===== config.mk =====
export PLATFORM = sky130hd
export DESIGN_NAME = forward_hazard_unit
export DESIGN_NICKNAME = d
export VERILOG_FILES = /design/src/rtl/forward_hazard_unit.sv
export SDC_FILE = /design/constraint.sdc
export NUM_CORES = 1
export LEC_CHECK = 0
export CAP_MARGIN = 10
export CORE_ASPECT_RATIO = 2
export CORE_MARGIN = 4
export CORE_UTILIZATION = 45
export CTS_CLUSTER_DIAMETER = 80
export DETAILED_ROUTE_END_ITERATION = 7
export GPL_ROUTABILITY_DRIVEN = 1
export PLACE_DENSITY = 0.84
export SKIP_LAST_GASP = 1
export SLEW_MARGIN = 20
export SYNTH_ARGS = -nofsm -noshare
export SYNTH_HDL_FRONTEND = slang
export SYNTH_SLANG_ARGS = --single-unit
export TNS_END_PERCENT = 10

===== constraint.sdc =====
create_clock -name clk -period 2.45 [get_ports clk]
set_input_delay 0.49 -clock clk [delete_from_list [all_inputs] [get_ports clk]]
set_output_delay 0.49 -clock clk [all_outputs]
set_load 0.03 [all_outputs]

===== src/rtl/forward_hazard_unit.sv =====
// Operand-forwarding select and load-use stall/bubble control beside the ID/EX register.
// Optional cumulative stall counter is built only when FWD_STALL_COUNT_EN is defined.
module forward_hazard_unit #(
  parameter int REG_ADDR_W = 5,
  parameter int CNT_W      = 32
) (
  input  logic                  clk,
  input  logic                  reset,
  input  logic                  id_valid,
  input  logic [REG_ADDR_W-1:0] id_rs,
  input  logic [REG_ADDR_W-1:0] id_rt,
  input  logic                  id_uses_rs,
  input  logic                  id_uses_rt,
  input  logic [REG_ADDR_W-1:0] id_rd,
  input  logic                  id_reg_write,
  input  logic                  id_mem_read,
  input  logic                  flush,
  output logic [1:0]            ForwardA_signal,
  output logic [1:0]            ForwardB_signal,
  output logic                  stall,
  output logic                  bubble,
  output logic [CNT_W-1:0]      stall_count
);

  typedef enum logic {RUN, STALL} state_t;

  state_t stateQ, stateD;

  // ID/EX shadow (_p0), EX/MEM shadow (_p1), MEM/WB shadow (_p2)
  logic                  vld_p0, regWrite_p0, memRead_p0, usesRs_p0, usesRt_p0;
  logic [REG_ADDR_W-1:0] rd_p0, rs_p0, rt_p0;
  logic                  vld_p1, regWrite_p1;
  logic [REG_ADDR_W-1:0] rd_p1;
  logic                  vld_p2, regWrite_p2;
  logic [REG_ADDR_W-1:0] rd_p2;

  logic hz;
  logic squash;

  // EX/MEM beats MEM/WB; register 0 and unused sources never forward.
  function automatic logic [1:0] fwdSel(
    input logic                  srcUsed,
    input logic [REG_ADDR_W-1:0] src,
    input logic                  memVld,
    input logic                  memWr,
    input logic [REG_ADDR_W-1:0] memRd,
    input logic                  wbVld,
    input logic                  wbWr,
    input logic [REG_ADDR_W-1:0] wbRd
  );
    logic [1:0] sel;
    sel = 2'b00;
    if (srcUsed) begin
      if (memVld && memWr && (memRd != '0) && (memRd == src))
        sel = 2'b10;
      else if (wbVld && wbWr && (wbRd != '0) && (wbRd == src))
        sel = 2'b01;
    end
    return sel;
  endfunction

  assign ForwardA_signal = fwdSel(usesRs_p0, rs_p0, vld_p1, regWrite_p1, rd_p1,
                                  vld_p2, regWrite_p2, rd_p2);
  assign ForwardB_signal = fwdSel(usesRt_p0, rt_p0, vld_p1, regWrite_p1, rd_p1,
                                  vld_p2, regWrite_p2, rd_p2);

  assign hz = id_valid && !flush && vld_p0 && memRead_p0 && (rd_p0 != '0) &&
              ((id_uses_rs && (id_rs == rd_p0)) || (id_uses_rt && (id_rt == rd_p0)));

  always_comb begin
    stateD = stateQ;
    stall  = 1'b0;
    bubble = 1'b0;
    case (stateQ)
      RUN: begin
        if (hz) begin
          stall  = 1'b1;
          bubble = 1'b1;
          stateD = STALL;
        end
      end
      STALL: stateD = RUN;
      default: stateD = RUN;
    endcase
  end

  always_ff @(posedge clk) begin
    if (reset) stateQ <= RUN;
    else       stateQ <= stateD;
  end

  assign squash = bubble || flush || !id_valid;

  always_ff @(posedge clk) begin
    if (reset) begin
      vld_p0      <= 1'b0;
      regWrite_p0 <= 1'b0;
      memRead_p0  <= 1'b0;
      usesRs_p0   <= 1'b0;
      usesRt_p0   <= 1'b0;
      rd_p0       <= '0;
      rs_p0       <= '0;
      rt_p0       <= '0;
      vld_p1      <= 1'b0;
      regWrite_p1 <= 1'b0;
      rd_p1       <= '0;
      vld_p2      <= 1'b0;
      regWrite_p2 <= 1'b0;
      rd_p2       <= '0;
    end else begin
      vld_p2      <= vld_p1;
      regWrite_p2 <= regWrite_p1;
      rd_p2       <= rd_p1;
      vld_p1      <= vld_p0;
      regWrite_p1 <= regWrite_p0;
      rd_p1       <= rd_p0;
      if (squash) begin
        vld_p0      <= 1'b0;
        regWrite_p0 <= 1'b0;
        memRead_p0  <= 1'b0;
        usesRs_p0   <= 1'b0;
        usesRt_p0   <= 1'b0;
        rd_p0       <= '0;
        rs_p0       <= '0;
        rt_p0       <= '0;
      end else begin
        vld_p0      <= 1'b1;
        regWrite_p0 <= id_reg_write;
        memRead_p0  <= id_mem_read;
        usesRs_p0   <= id_uses_rs;
        usesRt_p0   <= id_uses_rt;
        rd_p0       <= id_rd;
        rs_p0       <= id_rs;
        rt_p0       <= id_rt;
      end
    end
  end

`ifdef FWD_STALL_COUNT_EN
  logic [CNT_W-1:0] stallCnt;

  // Saturates rather than wrapping so a long run never reports a small count.
  always_ff @(posedge clk) begin
    if (reset)
      stallCnt <= '0;
    else if (stall && (stallCnt != '1))
      stallCnt <= stallCnt + 1'b1;
  end

  assign stall_count = stallCnt;
`else
  assign stall_count = '0;
`endif

endmodule


**Met3 routing**

Bar = 20 µm.
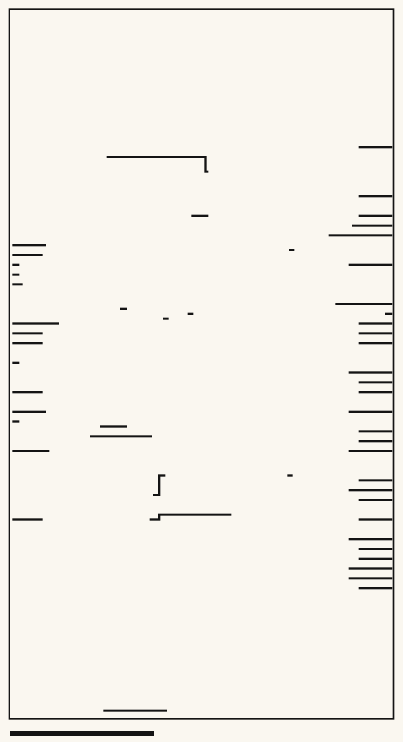
share of all routed wire	6.9%
longest straight run	13.6 µm

==> flow_summary.ini <==
; synthesis and place-and-route metrics
[sta]
postLayoutSetupSlackWorst_ns = 0.0218
setup_tns_ns = 0
finalCritPeriodShare_pct = 99.1
maxSlewHeadroom_pct = 51.6
timing.fmax_ghz = 0.412
grt_setup_unrepaired = true
hold_viol = 0
final.setup_skew_ns = 0.00442

[final_layout]
layout_area_growth_over_synthesis_pct = 15.6
comb_multi_in = 144
clockBufferCount = 6
area.share.sequential_pct = 33.1
seq_cell_count = 35
layout_top_cell_excl_fill_tap = sky130_fd_sc_hd__dfxtp_1
comb_area_share_pct = 45.6
layout.cell_area.non_filler_um2 = 2120
insertedDiodeCount = 0
drive_above_1_share_pct = 15.1
dominant-cell-class = combinational gates
nNonClkInverters = 0
finish.utilization_pct = 54.6
layout.nets = 242
layout.cells.most_common_list = 35 x sky130_fd_sc_hd__dfxtp_1, 32 x sky130_fd_sc_hd__conb_1, 22 x sky130_fd_sc_hd__clkdlybuf4s50_1
combinational_area_um2 = 966
clock_cell_area_share_pct = 4.13

[synthesis]
ys_cells = 190
synth_area_leader_cell = sky130_fd_sc_hd__dfxtp_1
netlist_top_cells_area = sky130_fd_sc_hd__dfxtp_1 38%, sky130_fd_sc_hd__buf_4 14%, sky130_fd_sc_hd__xnor2_1 8.6%
synth-edff-count = 0
yosys-dominant-comb-family = simple AND/OR/NAND/NOR gates
yosys_warnings = 0
synth_async_sr_flop_share_pct = 0
yosys-mux-area-fraction_pct = 0
ys.flop_type = sky130_fd_sc_hd__dfxtp_1
area_fraction_in_xor_and_xnor_cells_pct = 14.3
yosys.cell_count.top_type = sky130_fd_sc_hd__dfxtp_1
synthesized_area_fraction_occupied_by_and_or_nand_nor_cells_pct = 21.4
synth_area_per_cell_um2 = 9.65
synth.cellmix.adderShare_pct = 0
synth.top_cells.by_count = 35 x sky130_fd_sc_hd__dfxtp_1, 33 x sky130_fd_sc_hd__buf_4, 19 x sky130_fd_sc_hd__nand3b_1
synth-compound-area-share_pct = 9.49

[job]
max-cap-violations = 0

[floorplan]
io_pins = 61
die_area_um2 = 5220
core_utilization_at_floorplan_pct = 47.2
die_w_um = 53.1

[pwr]
power_switching_share_pct = 26.0
p_clk_share_pct = 34.2
power_frac_seq_pct = 50.5
power.combinational.fraction_pct = 15.2

[worst_setup_path]
rr_worst_depth = 5
path_cells = or4_1, o211ai_2, nor4_2, and2_1, dlygate4sd2_1
timing.critical_path.slowest_stage_cell = sky130_fd_sc_hd__or4_1
critical_path.startpoint = rd_p1[1]$_SDFF_PP0_
r2r_setup_slack_ns = 0.80
cpLargestDelayFamily = simple AND/OR/NAND/NOR gates
kind_of_critical_path = reg2out
critical_path.endpoint = ForwardB_signal[1]
start_kind = flop
crit_buf_inv = 1

[cts]
cts_max_path_buffers = 2
cts_root_buf = sky130_fd_sc_hd__clkbuf_8
numClockSinks = 35
ctsHtreeMaxLevel = 2
cts-resized-gates = 3

[placed_design]
place_congestion = 0.820
dpl-instance-area_um2 = 2030
placed_cells_incl_taps = 263
portBuffers = 28

[grt]
groute.usage.overall_pct = 14.2
number_of_antenna_violations_at_the_first_check_in_global_routing = 0
grt_pass1_wl_um = 5290

[min_path]
hold_path.startpoint = regWrite_p0$_SDFF_PP0_
timing.hold.worst.class = reg2reg
worst_hold_path.num_cells = 1

[drt]
detail-route-antenna-nets = 0
drcViolationCount = 0
wire_per_inst_um = 12.8
dr_total_vias = 1285
drt_wl_total_um = 3460

[run_status]
status = finished, final reports clean
**Cell density map**

5 x 10 tiles, from black (low) to pale yellow (high), 0 to 100% covered.
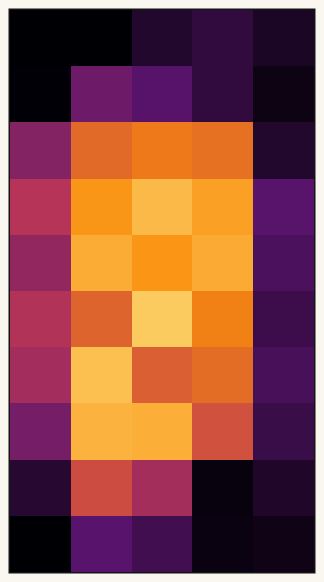
densest ninth of the die	center
mean over tiles	39%
nearly empty tiles	8.0%
emptiest ninth of the die	south-east

## sequential cells by signal, indices dropped and copies added (netlist names)
signal and cells:
rd_p0 5, rd_p1 5, rd_p2 5, rs_p0 5, rt_p0 5, memRead_p0 1
regWrite_p0 1, regWrite_p1 1, regWrite_p2 1, stateQ 1, usesRs_p0 1, usesRt_p0 1
vld_p0 1, vld_p1 1, vld_p2 1
## power by group through the flow
stage                     Clock, mW  Combinational (mW)  Sequential (mW)
after floorplan                   0               0.161            0.602
after global placement            0               0.175            0.605
after detailed placement          0               0.177            0.606
after CTS                     0.411               0.178            0.593
after global routing          0.428               0.191            0.594
final                         0.402               0.179            0.593
## routing by layer
metal / share of wire, % / track usage, %
met5: 0 / 0
met4: 4.1 / 11.0
met3: 6.8 / 2.75
met2: 56 / 26.3
met1: 33 / 12.0
Power and IR drop assume default switching activity.
